Fig. 1: wiring by layer
Bar = 20 um.
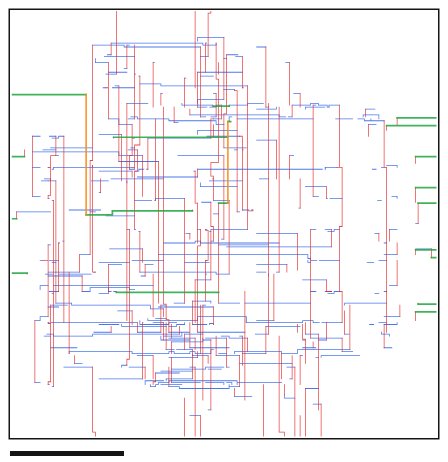
Fig. 2: placed standard cells
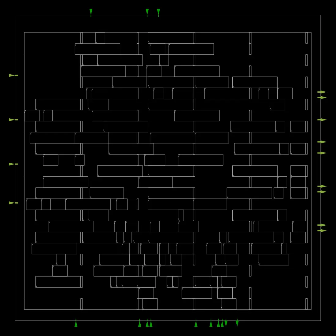
## src/rtl/memory_bank_pkg.sv

```systemverilog
// Shared types and helpers for the memory_bank RAM and its storage array.
package memory_bank_pkg;

  typedef enum logic {
    ST_INIT = 1'b0,
    ST_RUN  = 1'b1
  } bank_state_t;

  function automatic int depth(input int aw);
    return 2 ** aw;
  endfunction

endpackage

```

## src/rtl/memory_bank_array.sv

```systemverilog
// Word storage with per-byte-lane write enables and a registered read port.
module memory_bank_array
  import memory_bank_pkg::*;
#(
  parameter int ADDR_WIDTH = 2,
  parameter int DATA_WIDTH = 8
) (
  input  logic                      clk,
  input  logic                      we,
  input  logic [ADDR_WIDTH-1:0]     addr,
  input  logic [DATA_WIDTH-1:0]     wdata,
  input  logic [DATA_WIDTH/8-1:0]   wstrb,
  input  logic                      re,
  output logic [DATA_WIDTH-1:0]     rdata
);

  localparam int DEPTH = depth(ADDR_WIDTH);
  localparam int NB    = DATA_WIDTH / 8;

  logic [DATA_WIDTH-1:0] mem [DEPTH];

  // Read and write never coincide: the bank is single-port and the top issues one or the other.
  always_ff @(posedge clk) begin
    if (we) begin
      for (int i = 0; i < NB; i++) begin
        if (wstrb[i]) mem[addr][8*i +: 8] <= wdata[8*i +: 8];
      end
    end
    if (re) rdata <= mem[addr];
  end

endmodule

```

## src/rtl/memory_bank.sv

```systemverilog
// Single-port RAM bank: post-reset fill sequencer, valid/ready requests,
// byte-strobed writes and a 1- or 2-cycle read pipeline.
module memory_bank
  import memory_bank_pkg::*;
#(
  parameter int          ADDR_WIDTH   = 2,
  parameter int          DATA_WIDTH   = 8,
  parameter int          READ_LATENCY = 1,
  parameter logic [7:0]  INIT_VAL     = 8'hFF
) (
  input  logic                      clk,
  input  logic                      reset,
  input  logic                      req_valid,
  output logic                      req_ready,
  input  logic                      req_write,
  input  logic [ADDR_WIDTH-1:0]     addr,
  input  logic [DATA_WIDTH-1:0]     wdata,
  input  logic [DATA_WIDTH/8-1:0]   wstrb,
  output logic                      rvalid,
  output logic [DATA_WIDTH-1:0]     rdata,
  output logic                      init_done
);

  localparam int DEPTH = depth(ADDR_WIDTH);
  localparam int NB    = DATA_WIDTH / 8;

  // Handshake: a request transfers on a clk edge where req_valid && req_ready;
  // the master holds req_* stable until then. Reads never see backpressure.

  bank_state_t           state;
  bank_state_t           state_nxt;
  logic [ADDR_WIDTH-1:0] init_cnt;
  logic                  init_we;
  logic                  accept;
  logic                  rd_acc;
  logic                  wr_acc;

  logic                  arr_we;
  logic [ADDR_WIDTH-1:0] arr_addr;
  logic [DATA_WIDTH-1:0] arr_wdata;
  logic [NB-1:0]         arr_wstrb;
  logic [DATA_WIDTH-1:0] arr_rdata;
  logic                  rv1;

  always_ff @(posedge clk) begin
    if (reset) state <= ST_INIT;
    else       state <= state_nxt;
  end

  always_comb begin
    state_nxt = state;
    case (state)
      ST_INIT: if (init_cnt == ADDR_WIDTH'(DEPTH - 1)) state_nxt = ST_RUN;
      ST_RUN:  state_nxt = ST_RUN;
      default: state_nxt = ST_INIT;
    endcase
  end

  // Gating with reset keeps a request from landing on the very edge that resets the bank.
  always_comb begin
    req_ready = 1'b0;
    init_done = 1'b0;
    init_we   = 1'b0;
    case (state)
      ST_INIT: init_we = !reset;
      ST_RUN: begin
        req_ready = !reset;
        init_done = 1'b1;
      end
      default: ;
    endcase
  end

  always_ff @(posedge clk) begin
    if (reset)                 init_cnt <= '0;
    else if (state == ST_INIT) init_cnt <= init_cnt + 1'b1;
  end

  assign accept = req_valid && req_ready;
  assign rd_acc = accept && !req_write;
  assign wr_acc = accept && req_write;

  always_comb begin
    arr_we    = wr_acc;
    arr_addr  = addr;
    arr_wdata = wdata;
    arr_wstrb = wstrb;
    if (init_we) begin
      arr_we    = 1'b1;
      arr_addr  = init_cnt;
      arr_wdata = {NB{INIT_VAL}};
      arr_wstrb = '1;
    end
  end

  memory_bank_array #(
    .ADDR_WIDTH (ADDR_WIDTH),
    .DATA_WIDTH (DATA_WIDTH)
  ) u_array (
    .clk   (clk),
    .we    (arr_we),
    .addr  (arr_addr),
    .wdata (arr_wdata),
    .wstrb (arr_wstrb),
    .re    (rd_acc),
    .rdata (arr_rdata)
  );

  always_ff @(posedge clk) begin
    if (reset) rv1 <= 1'b0;
    else       rv1 <= rd_acc;
  end

  if (READ_LATENCY == 2) begin : g_lat2
    logic                  rv2;
    logic [DATA_WIDTH-1:0] rdata_q;

    always_ff @(posedge clk) begin
      if (reset) begin
        rv2     <= 1'b0;
        rdata_q <= '0;
      end else begin
        rv2 <= rv1;
        if (rv1) rdata_q <= arr_rdata;
      end
    end

    assign rvalid = rv2;
    assign rdata  = rdata_q;
  end else begin : g_lat1
    // The array register has no reset, so rdata reads as zero until a read has completed.
    logic rd_seen;

    always_ff @(posedge clk) begin
      if (reset)    rd_seen <= 1'b0;
      else if (rv1) rd_seen <= 1'b1;
    end

    assign rvalid = rv1;
    assign rdata  = (rd_seen || rv1) ? arr_rdata : '0;
  end

endmodule

```

## config.mk

```make
export PLATFORM = sky130hd
export DESIGN_NAME = memory_bank
export DESIGN_NICKNAME = d
export VERILOG_FILES = /design/src/rtl/memory_bank_pkg.sv /design/src/rtl/memory_bank_array.sv /design/src/rtl/memory_bank.sv
export SDC_FILE = /design/constraint.sdc
export NUM_CORES = 1
export LEC_CHECK = 0
export CORE_MARGIN = 2
export CORE_UTILIZATION = 35
export DETAILED_ROUTE_END_ITERATION = 7
export GPL_TIMING_DRIVEN = 0
export PLACE_DENSITY = 0.53
export SYNTH_ARGS = -nofsm -noshare
export SYNTH_HDL_FRONTEND = slang
export SYNTH_SLANG_ARGS = --single-unit
```

## constraint.sdc

```tcl
create_clock -name clk -period 3.06 [get_ports clk]
set_input_delay 0.459 -clock clk [delete_from_list [all_inputs] [get_ports clk]]
set_output_delay 0.459 -clock clk [all_outputs]
set_load 0.005 [all_outputs]
```

==> summary.txt <==
run results: clk_skew=3.204 ps, Yosys cell types=19, # diodes=0, cell area after layout=2206 um2, Placer Congestion=0.7113, Crit-path slowest cell=nor3_1, Leakage=0.7208 nW, Multi-In Gates=47, Remaining DRCs=0, worst setup margin=348.8 ps, outcome=finished clean, Non-clk bufs=31, Post-DP Area=2121 um2, Max VDD drop=0.0002785 V, Dominant combinational family=multiplexers, CTS max path bufs=2, RR Startpoint=state, Insertion Delay late pin=280 ps, end of the worst hold path=g_lat1.rd_seen, Post-Synth AOI/OAI Area=0.004255, hold crit path type=register to register, Synthesized Nets=111, CP Launch Type=input port, Power, Total=1.249 mW, dominant logic cell types in the final layout=edfxtp_1 (40), clkdlybuf4s50_1 (25), nor2b_1 (9), Yosys Warn Count=0, cell count after placement=190, nonclk inv count=0, Yosys Instances=95, Vias/cell=4.449, Post-CTS Hold Buffers=0, Data buffer area share=0.1327, critical path's largest stage delay=590 ps, # port buffers=25, # IOs=26, row count=25, GR peak layer=met2, end of the critical path=u_array.mem[2][0], htree depth=2, layout cell share with drive strength beyond 1=0.2290, R2R Path End=u_array.mem[2][0], first drt pass iteration count=6, Met2 Wirelength=1.445 mm, Post-synth seq share=0.7376, Layout area overhead=25.04%, Post-CTS Setup Bufs=0, global-route wire length before repair=4.353 mm, Net Switching=0.2705 mW, Final min period=2711 ps, Max Clock Freq=368.8 MHz, Power Density=566.2 nW/um2, NumNets Final=146, hold_sp=g_lat1.rd_seen, Crit. Startpoint=reset, crit path DAT=2710 ps, post-synthesis sequential element count=45, yosys stat area=1764 um2, CP top delay family=buffers and inverters, CTS Buf Count=5, GRT overflow=0, critical path peak fanout=10, Critical path buffers and inverters=3, RSZ-0062 raised after global routing=false, Multiplexer share=0.1340, met3 wire len=116 um, vias in the first global route=852, Combinational Power=0.182 mW, M1 WL=1.172 mm, CTS resizes=0, Core Util at FP=0.3686, final hold viol count=0, Adders+Majority by Area=0.007092, Crit path depth=6, pin count of the biggest net entering global routing=13, storage element area=1301 um2
Back to the opening pictures, Fig. 1:
color	layer	wire length
orange	M4	35.4 um
blue	M1	1,170 um
green	M3	116 um
red	M2	1,450 um
global-route usage over all layers: 0.1140
routed length per instance: 13.98 um
drt total wl: 2.769 mm
routed vias: 881

Back to the opening pictures, Fig. 2:
filler instances: 425
Tap Cells: 67
Seq/total area: 0.5899
final cell count without fillers: 198
Seq Cell Count: 45

Yosys cell counts (all sizes together):
| library cell | count | share of area |
|---|---|---|
| dfxtp | 5 | 0.057 |
| clkbuf | 1 | 0.0021 |
| nor2b | 9 | 0.032 |
| mux2 | 2 | 0.015 |
| mux4 | 8 | 0.10 |
| mux2i | 3 | 0.017 |
| edfxtp | 40 | 0.68 |
| nor2 | 7 | 0.016 |
| buf | 2 | 0.0092 |
| and3b | 2 | 0.0099 |
| nor3 | 4 | 0.011 |
| or2 | 8 | 0.028 |
| nand3 | 1 | 0.0028 |
| a21o | 1 | 0.0043 |
| xor2 | 1 | 0.0050 |
| ha | 1 | 0.0071 |
sequential cells by signal (all words and copies together), names as in the netlist:
register,count
state,1
rvalid,1
init_cnt,2
u_array.mem,32
u_array.rdata,8
g_lat1.rd_seen,1
Power is estimated from default activity; no workload was simulated.
